Figure 1. Signal wires on met3.
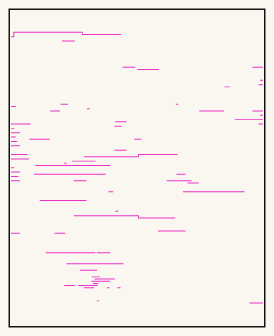
Figure 2. Placed standard cells.
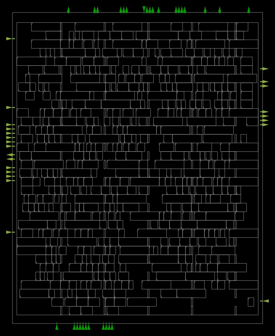
===== config.mk =====
export PLATFORM = sky130hd
export DESIGN_NAME = change_dispenser
export DESIGN_NICKNAME = d
export VERILOG_FILES = /design/src/rtl/change_dispenser_pkg.sv /design/src/rtl/change_dispenser_pulse_timer.sv /design/src/rtl/change_dispenser.sv
export SDC_FILE = /design/constraint.sdc
export NUM_CORES = 1
export LEC_CHECK = 0
export CAP_MARGIN = 20
export CORE_ASPECT_RATIO = 1.25
export CORE_MARGIN = 1
export CORE_UTILIZATION = 55
export DETAILED_ROUTE_END_ITERATION = 8
export MAX_ROUTING_LAYER = met4
export PLACE_DENSITY = 0.79
export SYNTH_ARGS = -nofsm -noshare
export SYNTH_HDL_FRONTEND = slang
export SYNTH_SLANG_ARGS = --single-unit
export TNS_END_PERCENT = 10

===== constraint.sdc =====
create_clock -name clk -period 3.5 [get_ports clk]
set_input_delay 0.875 -clock clk [delete_from_list [all_inputs] [get_ports clk]]
set_output_delay 0.875 -clock clk [all_outputs]
set_load 0.01 [all_outputs]

===== src/rtl/change_dispenser_pkg.sv =====
// Shared definitions for the change dispenser: FSM state encoding,
// coin select codes and default denominations/timing.
package change_dispenser_pkg;

   typedef enum logic [2:0] {
      ST_IDLE   = 3'd0,
      ST_SELECT = 3'd1,
      ST_PULSE  = 3'd2,
      ST_GAP    = 3'd3,
      ST_DONE   = 3'd4,
      ST_FAULT  = 3'd5
   } state_e;

   // Coin actuator vector order is {hi, mid, lo}
   localparam logic [2:0] COIN_NONE = 3'b000;
   localparam logic [2:0] COIN_HI   = 3'b100;
   localparam logic [2:0] COIN_MID  = 3'b010;
   localparam logic [2:0] COIN_LO   = 3'b001;

   localparam int AMT_W_DEF     = 20;
   localparam int PULSE_CYC_DEF = 2_500_000;
   localparam int GAP_CYC_DEF   = 2_500_000;
   localparam int DEN_HI_DEF    = 10;
   localparam int DEN_MID_DEF   = 2;
   localparam int DEN_LO_DEF    = 1;

   function automatic int max_i(input int a, input int b);
      return (a > b) ? a : b;
   endfunction

endpackage


===== src/rtl/change_dispenser_pulse_timer.sv =====
// Loadable down-counter shared by the coin pulse and the inter-coin gap.
// Holds at zero until reloaded.
module change_dispenser_pulse_timer #(
   parameter int TW = 3
) (
   input  logic          clk,
   input  logic          rst_n,
   input  logic          load,
   input  logic [TW-1:0] load_val,
   output logic [TW-1:0] value,
   output logic          zero
);

   logic [TW-1:0] cnt_q, cnt_d;

   always_comb begin
      cnt_d = cnt_q;
      if (load) begin
         cnt_d = load_val;
      end else if (cnt_q != '0) begin
         cnt_d = cnt_q - TW'(1);
      end
   end

   always_ff @(posedge clk or negedge rst_n) begin
      if (!rst_n) begin
         cnt_q <= '0;
      end else begin
         cnt_q <= cnt_d;
      end
   end

   assign value = cnt_q;
   assign zero  = (cnt_q == '0);

endmodule


===== src/rtl/change_dispenser.sv =====
// Change payout controller: greedy largest-coin-first dispensing with
// timed actuator pulses, hopper-empty fault detection and progress report.
module change_dispenser
   import change_dispenser_pkg::*;
#(
   parameter int AMT_W     = AMT_W_DEF,
   parameter int PULSE_CYC = PULSE_CYC_DEF,
   parameter int GAP_CYC   = GAP_CYC_DEF,
   parameter int DEN_HI    = DEN_HI_DEF,
   parameter int DEN_MID   = DEN_MID_DEF,
   parameter int DEN_LO    = DEN_LO_DEF
) (
   input  logic             clk,
   input  logic             rst_n,
   input  logic             req,
   input  logic [AMT_W-1:0] amount,
   input  logic             empty_hi,
   input  logic             empty_mid,
   input  logic             empty_lo,
   output logic             coin_hi,
   output logic             coin_mid,
   output logic             coin_lo,
   output logic             busy,
   output logic             done,
   output logic             fault,
   output logic [AMT_W-1:0] paid_out
);

   localparam int TW = $clog2(max_i(PULSE_CYC, GAP_CYC) + 1);

   localparam logic [AMT_W-1:0] D_HI  = AMT_W'(DEN_HI);
   localparam logic [AMT_W-1:0] D_MID = AMT_W'(DEN_MID);
   localparam logic [AMT_W-1:0] D_LO  = AMT_W'(DEN_LO);

   state_e           state_q, state_d;
   logic [AMT_W-1:0] rem_q, rem_d;
   logic [AMT_W-1:0] paid_q, paid_d;
   logic [2:0]       coin_q, coin_d;

   logic             tmr_load;
   logic [TW-1:0]    tmr_load_val;
   logic [TW-1:0]    tmr_value;
   logic             tmr_zero;
   logic             tmr_last;

   logic             ok_hi, ok_mid, ok_lo;
   logic [AMT_W-1:0] den;

   change_dispenser_pulse_timer #(
      .TW (TW)
   ) u_timer (
      .clk      (clk),
      .rst_n    (rst_n),
      .load     (tmr_load),
      .load_val (tmr_load_val),
      .value    (tmr_value),
      .zero     (tmr_zero)
   );

   // Expired-at-zero also ends the phase, so a stale timer cannot stall it
   assign tmr_last = tmr_zero || (tmr_value == TW'(1));

   assign ok_hi  = (rem_q >= D_HI)  && !empty_hi;
   assign ok_mid = (rem_q >= D_MID) && !empty_mid;
   assign ok_lo  = (rem_q >= D_LO)  && !empty_lo;

   always_comb begin
      den = D_LO;
      unique case (1'b1)
         coin_q[2]: den = D_HI;
         coin_q[1]: den = D_MID;
         default:   den = D_LO;
      endcase
   end

   always_comb begin
      state_d      = state_q;
      rem_d        = rem_q;
      paid_d       = paid_q;
      coin_d       = coin_q;
      tmr_load     = 1'b0;
      tmr_load_val = '0;
      unique case (state_q)
         ST_IDLE, ST_FAULT: begin
            if (req) begin
               paid_d = '0;
               if (amount != '0) begin
                  rem_d   = amount;
                  state_d = ST_SELECT;
               end else begin
                  state_d = ST_DONE;
               end
            end
         end
         ST_SELECT: begin
            tmr_load_val = TW'(PULSE_CYC);
            if (rem_q == '0) begin
               state_d = ST_DONE;
            end else if (ok_hi) begin
               coin_d   = COIN_HI;
               tmr_load = 1'b1;
               state_d  = ST_PULSE;
            end else if (ok_mid) begin
               coin_d   = COIN_MID;
               tmr_load = 1'b1;
               state_d  = ST_PULSE;
            end else if (ok_lo) begin
               coin_d   = COIN_LO;
               tmr_load = 1'b1;
               state_d  = ST_PULSE;
            end else begin
               state_d = ST_FAULT;
            end
         end
         ST_PULSE: begin
            if (tmr_last) begin
               coin_d       = COIN_NONE;
               rem_d        = rem_q - den;
               paid_d       = paid_q + den;
               tmr_load     = 1'b1;
               tmr_load_val = TW'(GAP_CYC);
               state_d      = ST_GAP;
            end
         end
         ST_GAP: begin
            if (tmr_last) begin
               state_d = ST_SELECT;
            end
         end
         ST_DONE: begin
            state_d = ST_IDLE;
         end
         default: begin
            coin_d  = COIN_NONE;
            state_d = ST_IDLE;
         end
      endcase
   end

   always_ff @(posedge clk or negedge rst_n) begin
      if (!rst_n) begin
         state_q <= ST_IDLE;
         rem_q   <= '0;
         paid_q  <= '0;
         coin_q  <= COIN_NONE;
      end else begin
         state_q <= state_d;
         rem_q   <= rem_d;
         paid_q  <= paid_d;
         coin_q  <= coin_d;
      end
   end

   assign coin_hi  = coin_q[2];
   assign coin_mid = coin_q[1];
   assign coin_lo  = coin_q[0];
   assign busy     = (state_q == ST_SELECT) ||
                     (state_q == ST_PULSE)  ||
                     (state_q == ST_GAP);
   assign done     = (state_q == ST_DONE);
   assign fault    = (state_q == ST_FAULT);
   assign paid_out = paid_q;

endmodule

==> flow_metrics.py <==
# Auto-generated metrics
metrics = {
    "run_status": {
        "status": "complete, no violations",
    },
    "pwr": {
        "combinationalPower_w": 0.00163,
        "leakage_nw": 1.91,
        "top_power_group": "combinational cells",
        "peakVddDrop_mv": 0.519,
        "p_clk_w": 0.000680,
        "p_per_area_nw_per_um2": 725,
        "seqPwrFrac_pct": 35.5,
    },
    "flow_run": {
        "tool_warnings": 27,
        "maxCapViolCount": 0,
    },
    "place": {
        "dp_hpwl_um": 6930,
        "pre_cts_slack_ns": 0.506,
        "dpl_cell_area_um2": 4730,
        "io_buffers": 51,
    },
    "worst_setup_path": {
        "crit_start": "coin_q[2]",
        "arrival_ns": 3.15,
        "crit_end": "rem_q[14]",
        "critPathTopFamily": "AND-OR/OR-AND gates",
        "slowest_stage": "dfrtp_1",
        "cpMostUsedCell": "inv_1",
        "r2r_start": "coin_q[2]",
        "start_kind": "flip-flop",
        "slowest_delay_ns": 0.41,
        "crit_fanout": 5,
    },
    "layout": {
        "comb_area_um2": 2230,
        "lay_top_cells": "dfrtp_1 (68), nor2_1 (55), clkdlybuf4s50_1 (50)",
        "n_fill_cell": 555,
        "utilization_pct": 69.9,
        "design_area_um2": 4940,
        "seq_area_um2": 1700,
        "n_antenna_cell": 0,
    },
    "global_route": {
        "grt_pass1_wl_um": 16800,
        "grtUsageTotal_pct": 28.0,
        "grt_overflow": 0,
        "grt_pass1_vias": 3648,
        "use_met2_pct": 45.6,
        "busiest_layer": "met2",
        "antenna_found_initial": 0,
        "grt_use_met1_pct": 33.7,
    },
    "yosys": {
        "adder_share_pct": 3.43,
        "synth-edff-count": 0,
        "syn_avg_cell_area_um2": 8.70,
        "top_cells_by_area": "dfrtp_1 (42%), nor2_1 (5.1%), a21oi_1 (4.3%)",
        "flop_cell": "dfrtp_1",
        "largest_area_cell": "dfrtp_1",
        "yosys.cell_types.count": 56,
        "synth_stat.cells": 470,
        "yosys_warnings": 0,
        "ys_sh_mux_pct": 0.275,
        "yosysMostFrequentCell": "dfrtp_1",
        "ys_sh_simple_pct": 26.0,
        "xor_share_pct": 5.57,
        "async_flop_share_pct": 100,
        "yosys.area.top_type_share_pct": 41.6,
    },
    "sta": {
        "fin_hold_ws_ns": 0.503,
        "finalHoldViolCount": 0,
        "setup_viol": 0,
        "slew_violations": 0,
        "finalCritPeriodShare_pct": 83.7,
        "rsz0062_at_grt": "false",
        "setup_ws_ns": 0.570,
        "max_freq_mhz": 341,
    },
    "drt": {
        "highest_layer": "met4",
        "wl_met1_um": 4010,
        "drtIter0Drc": 142,
        "first_pass_iters": 5,
        "routed_via_density": 6.01,
        "wl_per_cell_um": 15.3,
    },
    "min_path": {
        "min_from": "coin_q[0]",
        "hp-class": "reg -> reg",
        "hold_depth": 1,
    },
    "die": {
        "rows": 34,
        "die_x_um": 79.1,
        "die-area_um2": 7790,
    },
    "clock_tree": {
        "post_cts_resized": 0,
        "postCtsSetupBuffers": 0,
        "cts-htree-levels": 3,
        "ctsRootBufferMaster": "clkbuf_8",
        "cts.sinks": 68,
        "cts_buffer_depth": 2,
    },
}
About Figure 1:
longest straight run	23.0 µm
main direction	horizontal
share of all routed wire	4.0%
nets with wire on the layer	50
M3 GR Usage: 4.58%
Post-Route WL: 9510 µm
via count: 3728

About Figure 2:
Core Area: 7060 µm²
flop share of the area: 34.5%
Finished Layout Cells: 620

-- through the flow --
stage / power [W] / instances
global placement: 0.00282 / 604
global route: 0.00387 / 620
detailed placement: 0.00289 / 604
CTS: 0.00358 / 620
finish: 0.00358 / 620
floorplan: 0.00240 / 470
-- flip-flops by register name, indices dropped and copies added, names as in the netlist --
signal and count:
paid_out 20, rem_q 20, state_q 3, coin_q 3
u_timer.value 22
-- final cells by class --
type | instances | area share, %
Timing Repair Buffer | 64 | 12.5
Inverter | 17 | 1.29
Clock buffer | 11 | 3.07
Tap cell | 90 | 2.28
Sequential cell | 68 | 34.5
Clock inverter | 5 | 1.19
Multi-Input combinational cell | 365 | 45.2
Power and IR drop assume default switching activity.
